**config.mk**
```make
export PLATFORM = sky130hd
export DESIGN_NAME = iccm_port_arbiter
export DESIGN_NICKNAME = d
export VERILOG_FILES = /design/src/rtl/iccm_port_arbiter.sv
export SDC_FILE = /design/constraint.sdc
export NUM_CORES = 1
export LEC_CHECK = 0
export CAP_MARGIN = 20
export CORE_AREA = 2 2 99 101
export DETAILED_ROUTE_END_ITERATION = 8
export DIE_AREA = 0 0 101 103
export GPL_TIMING_DRIVEN = 0
export SETUP_SLACK_MARGIN = 0.15
export SYNTH_ARGS = -nofsm -noshare
export SYNTH_HDL_FRONTEND = slang
export SYNTH_SLANG_ARGS = --single-unit
```
**constraint.sdc**
```tcl
create_clock -name clk_i -period 3.55 [get_ports clk_i]
set_clock_uncertainty 0.05 [all_clocks]
set_input_delay 0.71 -clock clk_i [delete_from_list [all_inputs] [get_ports clk_i]]
set_output_delay 0.71 -clock clk_i [all_outputs]
set_load 0.02 [all_outputs]
```
**src/rtl/iccm_port_arbiter.sv**
```systemverilog
// ============================================================================
//  Module      : iccm_port_arbiter
//  Description : Two-port round-robin arbiter in front of a single-port DFFRAM
//                ICCM, with starvation override and 1-cycle tagged read data.
//  Revision    : 1.0 - initial release
// ============================================================================
`default_nettype none

module iccm_port_arbiter #(
    parameter int AW        = 12,
    parameter int DW        = 32,
    parameter int MAX_STALL = 4
) (
    input  logic            clk_i,
    input  logic            rst_i,

    input  logic            p0_req_i,
    input  logic            p0_we_i,
    input  logic [AW-1:0]   p0_addr_i,
    input  logic [DW-1:0]   p0_wdata_i,
    input  logic [DW/8-1:0] p0_be_i,
    output logic            p0_gnt_o,
    output logic            p0_rvalid_o,
    output logic [DW-1:0]   p0_rdata_o,

    input  logic            p1_req_i,
    input  logic            p1_we_i,
    input  logic [AW-1:0]   p1_addr_i,
    input  logic [DW-1:0]   p1_wdata_i,
    input  logic [DW/8-1:0] p1_be_i,
    output logic            p1_gnt_o,
    output logic            p1_rvalid_o,
    output logic [DW-1:0]   p1_rdata_o,

    output logic            mem_en_o,
    output logic [DW/8-1:0] mem_we_o,
    output logic [AW-1:0]   mem_addr_o,
    output logic [DW-1:0]   mem_wdata_o,
    input  logic [DW-1:0]   mem_rdata_i
);

    localparam int SW = $clog2(MAX_STALL + 1);
    localparam logic [SW-1:0] STALL_MAX = SW'(MAX_STALL);

    localparam logic [0:0] PRIO_P0 = 1'b0;
    localparam logic [0:0] PRIO_P1 = 1'b1;

    logic [0:0]    prio_q, prio_d;
    logic [SW-1:0] stall0_q, stall0_d;
    logic [SW-1:0] stall1_q, stall1_d;
    logic          rvalid0_q, rvalid0_d;
    logic          rvalid1_q, rvalid1_d;

    logic sat0, sat1, p0_wins;
    logic gnt0, gnt1;

    // A saturated port beats round robin unless both are saturated.
    always_comb begin
        sat0 = (stall0_q == STALL_MAX);
        sat1 = (stall1_q == STALL_MAX);
        if (sat0 && !sat1) begin
            p0_wins = 1'b1;
        end else if (sat1 && !sat0) begin
            p0_wins = 1'b0;
        end else begin
            p0_wins = (prio_q == PRIO_P0);
        end
        gnt0 = p0_req_i & ~rst_i & (~p1_req_i | p0_wins);
        gnt1 = p1_req_i & ~rst_i & (~p0_req_i | ~p0_wins);
    end

    assign p0_gnt_o = gnt0;
    assign p1_gnt_o = gnt1;

    always_comb begin
        prio_d = prio_q;
        if (gnt0) begin
            prio_d = PRIO_P1;
        end else if (gnt1) begin
            prio_d = PRIO_P0;
        end

        stall0_d = '0;
        if (p0_req_i && !gnt0) begin
            stall0_d = sat0 ? stall0_q : stall0_q + SW'(1);
        end
        stall1_d = '0;
        if (p1_req_i && !gnt1) begin
            stall1_d = sat1 ? stall1_q : stall1_q + SW'(1);
        end

        rvalid0_d = gnt0 & ~p0_we_i;
        rvalid1_d = gnt1 & ~p1_we_i;
    end

    always_ff @(posedge clk_i or posedge rst_i) begin
        if (rst_i) begin
            prio_q    <= PRIO_P0;
            stall0_q  <= '0;
            stall1_q  <= '0;
            rvalid0_q <= 1'b0;
            rvalid1_q <= 1'b0;
        end else begin
            prio_q    <= prio_d;
            stall0_q  <= stall0_d;
            stall1_q  <= stall1_d;
            rvalid0_q <= rvalid0_d;
            rvalid1_q <= rvalid1_d;
        end
    end

    // Only the granted port's address/data may reach the macro.
    always_comb begin
        mem_en_o    = 1'b0;
        mem_we_o    = '0;
        mem_addr_o  = '0;
        mem_wdata_o = '0;
        if (gnt0) begin
            mem_en_o    = 1'b1;
            mem_we_o    = p0_we_i ? p0_be_i : '0;
            mem_addr_o  = p0_addr_i;
            mem_wdata_o = p0_wdata_i;
        end else if (gnt1) begin
            mem_en_o    = 1'b1;
            mem_we_o    = p1_we_i ? p1_be_i : '0;
            mem_addr_o  = p1_addr_i;
            mem_wdata_o = p1_wdata_i;
        end
    end

    assign p0_rvalid_o = rvalid0_q;
    assign p1_rvalid_o = rvalid1_q;
    assign p0_rdata_o  = rvalid0_q ? mem_rdata_i : '0;
    assign p1_rdata_o  = rvalid1_q ? mem_rdata_i : '0;

endmodule

`default_nettype wire
```
==> images/clock_nets.png <==
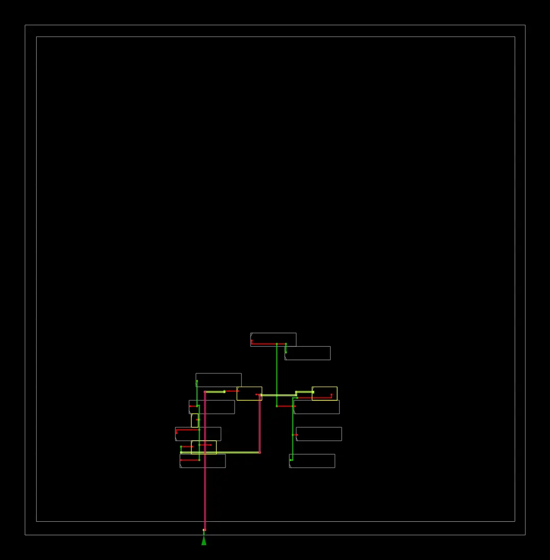
CTS buffer count: 3
Num Clock Sinks: 9
Clk. pwr: 0.121 mW

==> images/gates.png <==
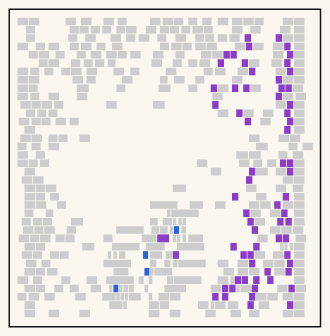
aoi and oai cells -> blue  # cells 4, where bottom middle
and/or cells -> purple  # cells 66, most used and2_1, where a vertical strip on the right

==> impl_metrics.py <==
# Synthesis and PnR figures
metrics = {
    "outcome": {
        "status": "completed",
    },
    "setup_path": {
        "crit_buf_inv": 5,
        "critPathLaunchType": "input pin",
        "startpoint": "p0_req_i",
        "worstSetupPathType": "in -> out",
        "rr_worst_depth": 8,
        "cp.depth": 7,
        "cp_data_arrival_time_ns": 2.53,
    },
    "die": {
        "die-area_mm2": 0.0104,
        "die_w_um": 101,
        "io-pin-count": 251,
        "core_util_floorplan_pct": 15.4,
        "core_mm2": 0.00946,
    },
    "power": {
        "p_comb_share_pct": 66.5,
        "p_switching_mw": 0.255,
        "irDropWorstVdd_mv": 0.101,
        "p_int_mw": 0.459,
        "p_clk_share_pct": 17.0,
        "seq_power_mw": 0.118,
    },
    "cells_and_area": {
        "bufAreaShareNonClock_pct": 62.5,
        "fin_cells": 553,
        "finish.utilization_pct": 43.5,
        "mostFrequentLayoutCells": "clkdlybuf4s50_1, and2_1, dlygate4sd2_1, a22o_1, dfrtp_1",
        "seq_area_um2": 225,
        "drive_gt1_share_pct": 5.25,
        "ff_count": 9,
        "area_growth_pct": 182,
        "logic_area_mm2": 0.00110,
        "sh_seq_area_pct": 5.47,
        "num-nonclk-inverters": 6,
    },
    "drt": {
        "wl_met2_um": 4500,
        "wl_met1_um": 3320,
        "vias_per_cell": 4.33,
        "wirelength_um": 9080,
    },
    "logic_synthesis": {
        "synth_xor_xnor_area_share_pct": 1.20,
        "ys_chip_area_mm2": 0.00146,
        "fa_ha_area_share_pct": 3.43,
        "ys_ff": 9,
        "synth.top_cell.area_share_pct": 27.9,
        "area_leaders": "and2_1, a22o_1, dfrtp_1, buf_6, ha_1",
        "syn_inst": 183,
        "synthDistinctLibCells": 26,
        "fp_nets": 321,
        "syn-cell-area_mm2": 0.00146,
        "postSynthSeqShare_pct": 15.4,
        "ff_type": "dfrtp_1",
    },
    "run": {
        "drv_cap": 0,
        "warnings": 28,
    },
    "timing": {
        "hold_viol": 0,
        "worst_pin_slew_ns": 0.389,
        "setup_tns_ns": 0,
        "finalSetupViolCount": 0,
        "finalHoldWorstSlack_ns": 0.509,
        "drv_slew": 0,
        "max_freq_mhz": 304,
    },
    "cts": {
        "cts-root-buf": "clkbuf_8",
        "cts_hold_buf": 0,
        "cts_max_path_buffers": 2,
    },
    "global_route": {
        "grt-busiest-layer": "met2",
        "grt_max_degree": 11,
        "grt_use_met2_pct": 28.7,
    },
    "min_path": {
        "hp-start": "prio_q",
        "min_to": "prio_q",
    },
    "placed_design": {
        "dp.cells": 547,
        "dp_slack_ns": -0.167,
    },
}
Power figures rest on the tool's default switching activity, not on a simulated workload.
